**Routed metal per tile**

The bar under the picture is 20 um long. The die is cut into 22 by 22 equal tiles; white is low, dark blue is high, scaled to the fullest tile. Values are wire area over tile area, all layers added.
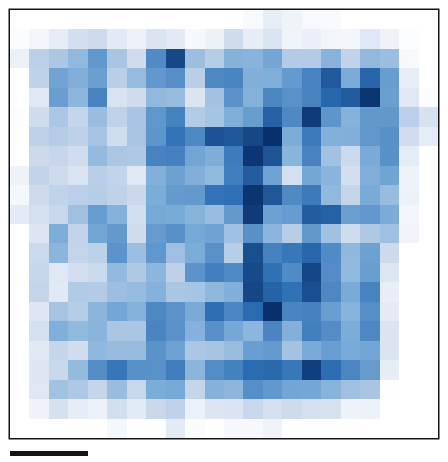
**The clock network**

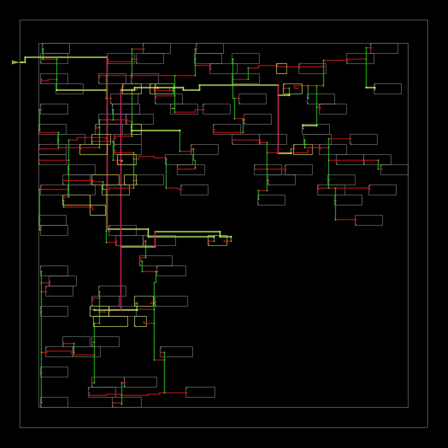
**Routed clock nets over the placement**

The bar under the picture is 20 um long.
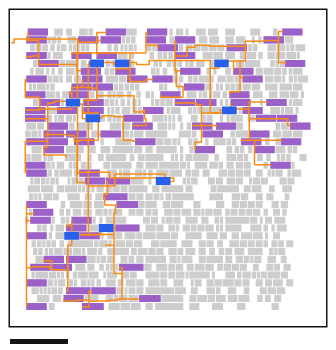
**Met3 routing**

Cells faint in the background.
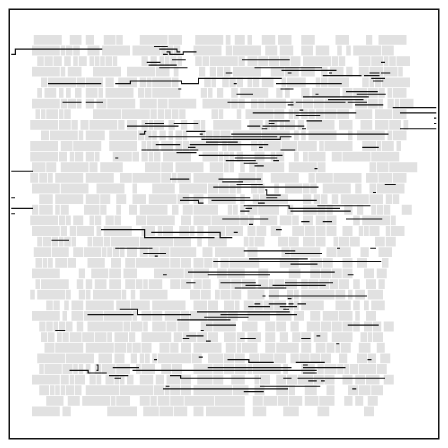
**Layout detail**

Window x 35 to 75, y 35 to 75 um. Cells in grey, sequential cells in the stronger grey; small squares are vias.
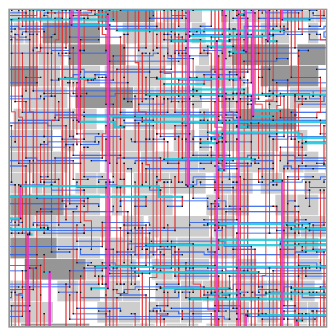
<file path="src/rtl/zx_kbd_pkg.sv">
// Shared types and constants for the ZX Spectrum PS/2 keyboard front end:
// receiver states, PS/2 prefix bytes, key source indices and matrix geometry.
package zx_kbd_pkg;

    // PS/2 frame receiver states
    typedef enum logic [1:0] {
        RX_IDLE   = 2'd0,
        RX_DATA   = 2'd1,
        RX_PARITY = 2'd2,
        RX_STOP   = 2'd3
    } rx_state_e;

    // Scan-code set 2 prefix / control bytes
    localparam logic [7:0] CODE_EXT   = 8'hE0;  // extended key prefix
    localparam logic [7:0] CODE_BRK   = 8'hF0;  // key release prefix
    localparam logic [7:0] CODE_PAUSE = 8'hE1;  // Pause sequence lead-in
    localparam logic [7:0] CODE_BAT   = 8'hAA;  // self-test passed / reconnect

    // Bytes dropped after the Pause lead-in
    localparam logic [2:0] PAUSE_SKIP = 3'd7;

    // Matrix geometry: 8 half-rows of 5 keys, bit0 is the outermost key
    localparam int NUM_ROWS = 8;
    localparam int NUM_COLS = 5;
    localparam int NUM_KEYS = NUM_ROWS * NUM_COLS;
    localparam int NUM_SRC  = NUM_KEYS + 6;

    // Key sources. The first 40 are matrix positions (row*5 + col); the rest
    // are composite PC keys that each press two matrix keys.
    typedef enum logic [5:0] {
        K_CAPS, K_Z, K_X, K_C, K_V,          // half-row 0
        K_A, K_S, K_D, K_F, K_G,             // half-row 1
        K_Q, K_W, K_E, K_R, K_T,             // half-row 2
        K_1, K_2, K_3, K_4, K_5,             // half-row 3
        K_0, K_9, K_8, K_7, K_6,             // half-row 4
        K_P, K_O, K_I, K_U, K_Y,             // half-row 5
        K_ENTER, K_L, K_K, K_J, K_H,         // half-row 6
        K_SPACE, K_SYM, K_M, K_N, K_B,       // half-row 7
        S_BKSP,                              // CAPS SHIFT + 0
        S_LEFT,                              // CAPS SHIFT + 5
        S_DOWN,                              // CAPS SHIFT + 6
        S_UP,                                // CAPS SHIFT + 7
        S_RIGHT,                             // CAPS SHIFT + 8
        S_RSHIFT                             // CAPS SHIFT (right shift)
    } key_src_e;

endpackage

</file>
<file path="src/rtl/zx_ps2_keymap.sv">
// Combinational lookup from {extended flag, scan code} to a key source.
// Unmapped codes report hit = 0 and must be ignored by the caller.
module zx_ps2_keymap
    import zx_kbd_pkg::*;
(
    input  logic       ext,
    input  logic [7:0] code,
    output logic       hit,
    output key_src_e   src
);

    // Scan-code set 2 table; arrows only exist behind the E0 prefix
    always_comb begin
        hit = 1'b1;
        src = K_CAPS;
        case ({ext, code})
            9'h012: src = K_CAPS;      // left shift
            9'h059: src = S_RSHIFT;    // right shift
            9'h014: src = K_SYM;       // ctrl
            9'h05A: src = K_ENTER;
            9'h029: src = K_SPACE;
            9'h066: src = S_BKSP;      // backspace
            9'h16B: src = S_LEFT;
            9'h172: src = S_DOWN;
            9'h175: src = S_UP;
            9'h174: src = S_RIGHT;
            9'h01C: src = K_A;
            9'h032: src = K_B;
            9'h021: src = K_C;
            9'h023: src = K_D;
            9'h024: src = K_E;
            9'h02B: src = K_F;
            9'h034: src = K_G;
            9'h033: src = K_H;
            9'h043: src = K_I;
            9'h03B: src = K_J;
            9'h042: src = K_K;
            9'h04B: src = K_L;
            9'h03A: src = K_M;
            9'h031: src = K_N;
            9'h044: src = K_O;
            9'h04D: src = K_P;
            9'h015: src = K_Q;
            9'h02D: src = K_R;
            9'h01B: src = K_S;
            9'h02C: src = K_T;
            9'h03C: src = K_U;
            9'h02A: src = K_V;
            9'h01D: src = K_W;
            9'h022: src = K_X;
            9'h035: src = K_Y;
            9'h01A: src = K_Z;
            9'h016: src = K_1;
            9'h01E: src = K_2;
            9'h026: src = K_3;
            9'h025: src = K_4;
            9'h02E: src = K_5;
            9'h036: src = K_6;
            9'h03D: src = K_7;
            9'h03E: src = K_8;
            9'h046: src = K_9;
            9'h045: src = K_0;
            default: hit = 1'b0;
        endcase
    end

endmodule

</file>
<file path="src/rtl/zx_ps2_keyboard.sv">
// PS/2 keyboard to ZX Spectrum key matrix. Receives set-2 frames, tracks
// make/break state per key source and answers ULA port reads combinationally.
module zx_ps2_keyboard
    import zx_kbd_pkg::*;
#(
    parameter int CLK_HZ     = 3500000,
    parameter int TIMEOUT_US = 2000
)
(
    input  logic       clk,
    input  logic       reset,
    input  logic       PS2_CLK,
    input  logic       PS2_DAT,
    input  logic [7:0] row_sel,
    output logic [4:0] key_col,
    output logic [7:0] scan_code,
    output logic       scan_valid,
    output logic       frame_err
);

    // Product taken in 64 bits: the default parameters overflow 32 bits
    localparam longint TO_PRODUCT     = longint'(CLK_HZ) * longint'(TIMEOUT_US);
    localparam int     TIMEOUT_CYCLES = int'((TO_PRODUCT + 64'sd999999) / 64'sd1000000);
    localparam int     TO_W           = $clog2(TIMEOUT_CYCLES + 1);
    localparam logic [TO_W-1:0] TO_LAST = TO_W'(TIMEOUT_CYCLES - 1);

    logic            ps2_clk_meta_reg, ps2_clk_sync_reg;
    logic            ps2_dat_meta_reg, ps2_dat_sync_reg;
    logic [3:0]      clk_hist_reg;
    logic            ps2_fall;
    rx_state_e       state_reg;
    logic [2:0]      bit_cnt_reg;
    logic [7:0]      shift_reg;
    logic            parity_reg;
    logic [7:0]      scan_code_reg;
    logic            scan_valid_reg;
    logic            frame_err_reg;
    logic [TO_W-1:0] to_cnt_reg;
    logic            rx_timeout;
    logic            ext_reg, brk_reg;
    logic [2:0]      skip_reg;
    logic [NUM_SRC-1:0]  src_reg;
    logic [NUM_KEYS-1:0] key_bits;
    logic            map_hit;
    key_src_e        map_src;

    // Two-stage synchronisers plus clock history; idle line level is high
    always_ff @(posedge clk) begin
        if (reset) begin
            ps2_clk_meta_reg <= 1'b1;
            ps2_clk_sync_reg <= 1'b1;
            ps2_dat_meta_reg <= 1'b1;
            ps2_dat_sync_reg <= 1'b1;
            clk_hist_reg     <= 4'hF;
        end else begin
            ps2_clk_meta_reg <= PS2_CLK;
            ps2_clk_sync_reg <= ps2_clk_meta_reg;
            ps2_dat_meta_reg <= PS2_DAT;
            ps2_dat_sync_reg <= ps2_dat_meta_reg;
            clk_hist_reg     <= {clk_hist_reg[2:0], ps2_clk_sync_reg};
        end
    end

    // Two highs followed by two lows: a clean falling edge, glitches rejected
    assign ps2_fall = (clk_hist_reg == 4'b1100);

    assign rx_timeout = (state_reg != RX_IDLE) && !ps2_fall && (to_cnt_reg == TO_LAST);

    // Watchdog counts cycles since the last falling edge while a frame is open
    always_ff @(posedge clk) begin
        if (reset || state_reg == RX_IDLE || ps2_fall) begin
            to_cnt_reg <= '0;
        end else begin
            to_cnt_reg <= to_cnt_reg + TO_W'(1);
        end
    end

    // Frame receiver: start, 8 data bits LSB first, odd parity, stop
    always_ff @(posedge clk) begin
        if (reset) begin
            state_reg      <= RX_IDLE;
            bit_cnt_reg    <= 3'd0;
            shift_reg      <= 8'h00;
            parity_reg     <= 1'b0;
            scan_code_reg  <= 8'h00;
            scan_valid_reg <= 1'b0;
            frame_err_reg  <= 1'b0;
        end else begin
            scan_valid_reg <= 1'b0;
            frame_err_reg  <= 1'b0;
            if (rx_timeout) begin
                state_reg     <= RX_IDLE;
                frame_err_reg <= 1'b1;
            end else if (ps2_fall) begin
                case (state_reg)
                    RX_IDLE: begin
                        // A high bit here is line noise, not a start bit
                        if (!ps2_dat_sync_reg) begin
                            state_reg   <= RX_DATA;
                            bit_cnt_reg <= 3'd0;
                        end
                    end
                    RX_DATA: begin
                        shift_reg   <= {ps2_dat_sync_reg, shift_reg[7:1]};
                        bit_cnt_reg <= bit_cnt_reg + 3'd1;
                        if (bit_cnt_reg == 3'd7) begin
                            state_reg <= RX_PARITY;
                        end
                    end
                    RX_PARITY: begin
                        parity_reg <= ps2_dat_sync_reg;
                        state_reg  <= RX_STOP;
                    end
                    RX_STOP: begin
                        state_reg <= RX_IDLE;
                        if (ps2_dat_sync_reg && (^{shift_reg, parity_reg})) begin
                            scan_code_reg  <= shift_reg;
                            scan_valid_reg <= 1'b1;
                        end else begin
                            frame_err_reg <= 1'b1;
                        end
                    end
                endcase
            end
        end
    end

    zx_ps2_keymap u_keymap (
        .ext  (ext_reg),
        .code (scan_code_reg),
        .hit  (map_hit),
        .src  (map_src)
    );

    // Byte decoder: prefix tracking, Pause skipping and key source updates
    always_ff @(posedge clk) begin
        if (reset) begin
            ext_reg  <= 1'b0;
            brk_reg  <= 1'b0;
            skip_reg <= 3'd0;
            src_reg  <= '0;
        end else if (rx_timeout) begin
            ext_reg  <= 1'b0;
            brk_reg  <= 1'b0;
            skip_reg <= 3'd0;
        end else if (scan_valid_reg) begin
            if (skip_reg != 3'd0) begin
                skip_reg <= skip_reg - 3'd1;
            end else if (scan_code_reg == CODE_EXT) begin
                ext_reg <= 1'b1;
            end else if (scan_code_reg == CODE_BRK) begin
                brk_reg <= 1'b1;
            end else if (scan_code_reg == CODE_PAUSE) begin
                skip_reg <= PAUSE_SKIP;
            end else if (scan_code_reg == CODE_BAT && !ext_reg && !brk_reg) begin
                src_reg <= '0;
            end else begin
                if (map_hit) begin
                    src_reg[map_src] <= !brk_reg;
                end
                ext_reg <= 1'b0;
                brk_reg <= 1'b0;
            end
        end
    end

    // Fold composite sources onto the matrix keys they press
    always_comb begin
        key_bits         = src_reg[NUM_KEYS-1:0];
        key_bits[K_CAPS] = src_reg[K_CAPS] | src_reg[S_BKSP] | src_reg[S_LEFT] |
                           src_reg[S_DOWN] | src_reg[S_UP] | src_reg[S_RIGHT] |
                           src_reg[S_RSHIFT];
        key_bits[K_0]    = src_reg[K_0] | src_reg[S_BKSP];
        key_bits[K_5]    = src_reg[K_5] | src_reg[S_LEFT];
        key_bits[K_6]    = src_reg[K_6] | src_reg[S_DOWN];
        key_bits[K_7]    = src_reg[K_7] | src_reg[S_UP];
        key_bits[K_8]    = src_reg[K_8] | src_reg[S_RIGHT];
    end

    // Column read: any pressed key in any selected half-row pulls the bit low
    genvar gi, gr;
    generate
        for (gi = 0; gi < NUM_COLS; gi++) begin : g_col
            logic [NUM_ROWS-1:0] col_bits;
            for (gr = 0; gr < NUM_ROWS; gr++) begin : g_row
                assign col_bits[gr] = key_bits[gr*NUM_COLS + gi];
            end
            assign key_col[gi] = ~|(col_bits & ~row_sel);
        end
    endgenerate

    assign scan_code  = scan_code_reg;
    assign scan_valid = scan_valid_reg;
    assign frame_err  = frame_err_reg;

endmodule

</file>
<file path="config.mk">
export PLATFORM = sky130hd
export DESIGN_NAME = zx_ps2_keyboard
export DESIGN_NICKNAME = d
export VERILOG_FILES = /design/src/rtl/zx_kbd_pkg.sv /design/src/rtl/zx_ps2_keymap.sv /design/src/rtl/zx_ps2_keyboard.sv
export SDC_FILE = /design/constraint.sdc
export NUM_CORES = 1
export LEC_CHECK = 0
export ABC_CLOCK_PERIOD_IN_PS = 2200
export CAP_MARGIN = 40
export CORE_MARGIN = 5
export CORE_UTILIZATION = 55
export DETAILED_ROUTE_END_ITERATION = 16
export PLACE_DENSITY_LB_ADDON = 0.05
export SYNTH_ARGS = -nofsm -noshare
export SYNTH_HDL_FRONTEND = slang
export SYNTH_SLANG_ARGS = --single-unit
</file>
<file path="constraint.sdc">
create_clock -name clk -period 2.2 [get_ports clk]
set_input_delay 0.33 -clock clk [delete_from_list [all_inputs] [get_ports clk]]
set_output_delay 0.33 -clock clk [all_outputs]
set_load 0.01 [all_outputs]
</file>
==> results.txt <==
run results: 1st-pass router iterations=6, fp util=56.13%, # port buffers=26, top cells by count, synth=nor2_1, dfxtp_1, nand3_1, Crit Path Category=flip-flop to flip-flop, Die W=between 100 and 150 um, CTS tree=done, Bufs and invs on worst path=1, tool warnings=33, clk slew on worst S/H paths=around 0.1 ns, Worst setup SP type=flip-flop, core footprint=~0.01 mm2, final worst slack=-0.3077 ns, max FFs per register=between 40 and 50, peak supply drop=between 0.0005 and 0.0006 V, Final Cycle Share=114.0%, final setup vio count=roughly 46, pre-CTS setup slack=-0.3654 ns, vias in the first global route=between 6000 and 7000, CP endpoint=src_reg[27]$_SDFFE_PP0P_, Top cells by area=dfxtp_1, nor2_1, nand3_1, a21oi_1, o21ai_0, clk root buf=clkbuf_8, Util after Layout=78.61%, Leak Pwr=roughly 2.8 nW, global-route wire length before repair=30680 um, post-synthesis cell count=approximately 710, wire per inst=19.78 um, Critical Path Source=scan_code[1]$_SDFFE_PP0P_, asr flop ratio synth=0%, # fillers=around 690, post-layout min period=between 2 and 3 ns, largest area contributor in the netlist=dfxtp_1, failing checks=setup timing, Layout area overhead=40.05%, Slew @ Worst Pin=0.5261 ns, gr ovfl total=0, critical path peak fanout=11, instance area after placement=0.006793 mm2, row cnt=36, CP max-delay cell=or4b_4, Antenna Cells=0, layout cell share with drive strength beyond 1=between 30% and 40%, Yosys top cell by instances=nor2_1, Req. time, crit path=approximately 2.5 ns, Mapped Area=0.005461 mm2, CP cell instances=buf_6 > or4b_4 > nor3_4 > a311oi_1 > and4_1 > a21o_1 > or3_1 > o311ai_1, via/cell ratio=about 6.3, Synth cell types=between 60 and 70, largest net degree at the start of global routing=about 53, outcome=finished, violations left, global placement routability congestion=1.010, fmax=398.8 MHz, Residual DRC=0, crit end category=flip-flop, Final Max Tran Viols=0, post-route ant nets=0, initial antenna violation count=0, Ys Warns=0, average size of a mapped cell=about 7.7 um2, final hold slack=about 0.42 ns, R2R cell count=8, total track usage=between 30% and 40%, fin nets=slightly below 900, 1st-iter DRT viols=677, R2R setup slack=-0.31 ns, Top-area cell share=a little over a third, Post-synth seq share=a little over a third, crit-path leading delay family=simple AND/OR/NAND/NOR gates, max incr delay on CP=~0.56 ns, # Cells Yosys=between 700 and 800, PwrDens=slightly below 400 mW/mm2, Hold/Removal Path Class=flip-flop to flip-flop, cell area after layout=0.007649 mm2, Die Area=approximately 0.012 mm2, FF-to-FF End=src_reg[27]$_SDFFE_PP0P_, worst path arrival time=~2.8 ns, DP HPWL=roughly 14000 um, ys flop type=dfxtp_1, Flops after synth=between 90 and 100, RSZ-0062 raised after global routing=true, Fin. Hold Viols=0, relative slew slack=approximately two thirds, Clock Path Buffers=2, Die Span Y=roughly 110 um, Worst path depth=8, cts-stage hold buffer count=0, Max Cap Viol=0, H-Tree Depth=3, FF-to-FF Start=scan_code[1]$_SDFFE_PP0P_, Yosys chip area=approximately 0.0055 mm2, clock sink total=between 90 and 100, Syn Nets=around 730, # IOs=27, number of enable flip-flop cells=0
## Picture notes: 'routed metal per tile'
fullest tile = 0.76
tiles over half the peak = 32%
nearly empty tiles = 16%

## Picture notes: 'the clock network'
total CTS buffers: 9
Clock Latency Late Sink: 0.38 ns
CLK BUF: 11
flip-flops: 96
Clock Skew: 0.01731 ns

## Picture notes: 'routed clock nets over the placement'
orange -> clock wires  # length 1140 um
purple -> flip-flops  # count 96
blue -> clock-net drivers  # count 9
flops lie = all over the die
Clock group: 1.17 mW
Clk pwr share: 38.8%

## Picture notes: 'met3 routing'
share of all routed wire = 7.7%
main direction = horizontal
nets with wire on the layer = 129
wire length on this layer = 1510 um
longest straight run = 46.9 um
WL final: 19550 um
M3 GR Usage: 6.812%
via count: 6241

## Picture notes: 'layout detail'
blue -> M1
magenta -> M4
cyan -> M3
red -> M2
cells with their middle in the window = 143
netlist names of flops here include = src_reg (8), scan_code (3)
sequential cells in the window = 11
most frequent = buf_4 (27), nor2_1 (23), dfxtp_1 (8)

-- final cells by class --
class	instances	area, um2	share of cell area (%)
multi-input combinational	541	3711	48.52
timing repair buffer	182	1551	20.28
clock buffer	11	152.6	1.996
inverter	20	75.07	0.9815
sequential	96	1948	25.47
tap	133	166.4	2.176
clock inverter	5	43.79	0.5725
-- where the power goes --
group | switching, mW | internal [mW]
registers | 0.00601 | 1.74
logic | 0.0574 | 0.0408
clock network | 0.670 | 0.497
total | 0.734 | 2.27
-- worst min-delay path by stage --
stage                     cells past startpoint                         from  slack (ns)                          end
final                                         1  ps2_clk_sync_reg$_SDFF_PP1_        0.42   clk_hist_reg[0]$_SDFF_PP1_
after CTS                                     1  ps2_clk_sync_reg$_SDFF_PP1_        0.42   clk_hist_reg[0]$_SDFF_PP1_
after global routing                          1  ps2_clk_sync_reg$_SDFF_PP1_        0.44   clk_hist_reg[0]$_SDFF_PP1_
after detailed placement                      1  ps2_dat_meta_reg$_SDFF_PP1_        0.40  ps2_dat_sync_reg$_SDFF_PP1_
after global placement                        1  ps2_clk_sync_reg$_SDFF_PP1_        0.39   clk_hist_reg[0]$_SDFF_PP1_
after floorplan                               1  ps2_clk_sync_reg$_SDFF_PP1_        0.39   clk_hist_reg[0]$_SDFF_PP1_
-- logic make-up after synthesis --
logic type	share of synthesized area, %
simple gates	32.58
flops	35.19
mux	2.016
compound gates	19.02
fa+ha+maj	2.062
xor+xnor	3.207
buf+inv	5.933
-- placed cells by master, fill, tap and decap left out, types with 7 or more instances in the layout --
cell | synthesis | final
inv_1 | 20 | 20
clkbuf_8 | 0 | 9
buf_6 | 1 | 7
nand2_1 | 42 | 40
o21ai_0 | 51 | 49
clkdlybuf4s50_1 | 0 | 20
a21oi_1 | 56 | 48
a21oi_2 | 0 | 8
nand4_1 | 11 | 11
buf_12 | 0 | 8
mux2i_1 | 11 | 11
ha_1 | 9 | 9
nand3_1 | 58 | 40
buf_4 | 4 | 140
nor4_1 | 15 | 8
xnor2_1 | 12 | 12
nor3_1 | 20 | 12
nor2_1 | 99 | 97
nand3_2 | 0 | 17
xor2_1 | 8 | 8
dfxtp_1 | 96 | 87
or2_2 | 12 | 11
or3_1 | 10 | 7
-- repair_timing --
action | CTS | global route
pin swaps | 7 | 9
setup endpoints to repair | 51 | 50
gates resized | 55 | 54
buffers inserted | 19 | 4
-- routing by layer --
layer | GRT usage [%] | up-vias | routed length [um]
met2 | 55.93 | 313 | 9550
met4 | 14.43 | 0 | 892
met3 | 6.812 | 76 | 1509
met5 | 0 | - | 0
met1 | 40.19 | 2996 | 7592
li1 | - | 2856 | -
-- through the flow --
stage | total power, mW | setup TNS [ns] | instances
after CTS | 2.998 | -5.482 | 984
after floorplan | 1.829 | -0.1392 | 710
after global placement | 1.875 | -11.06 | 949
after global routing | 3.099 | -10.26 | 988
final | 3.008 | -7.074 | 988
after detailed placement | 1.877 | -12.18 | 949
Power is estimated from default activity; no workload was simulated.
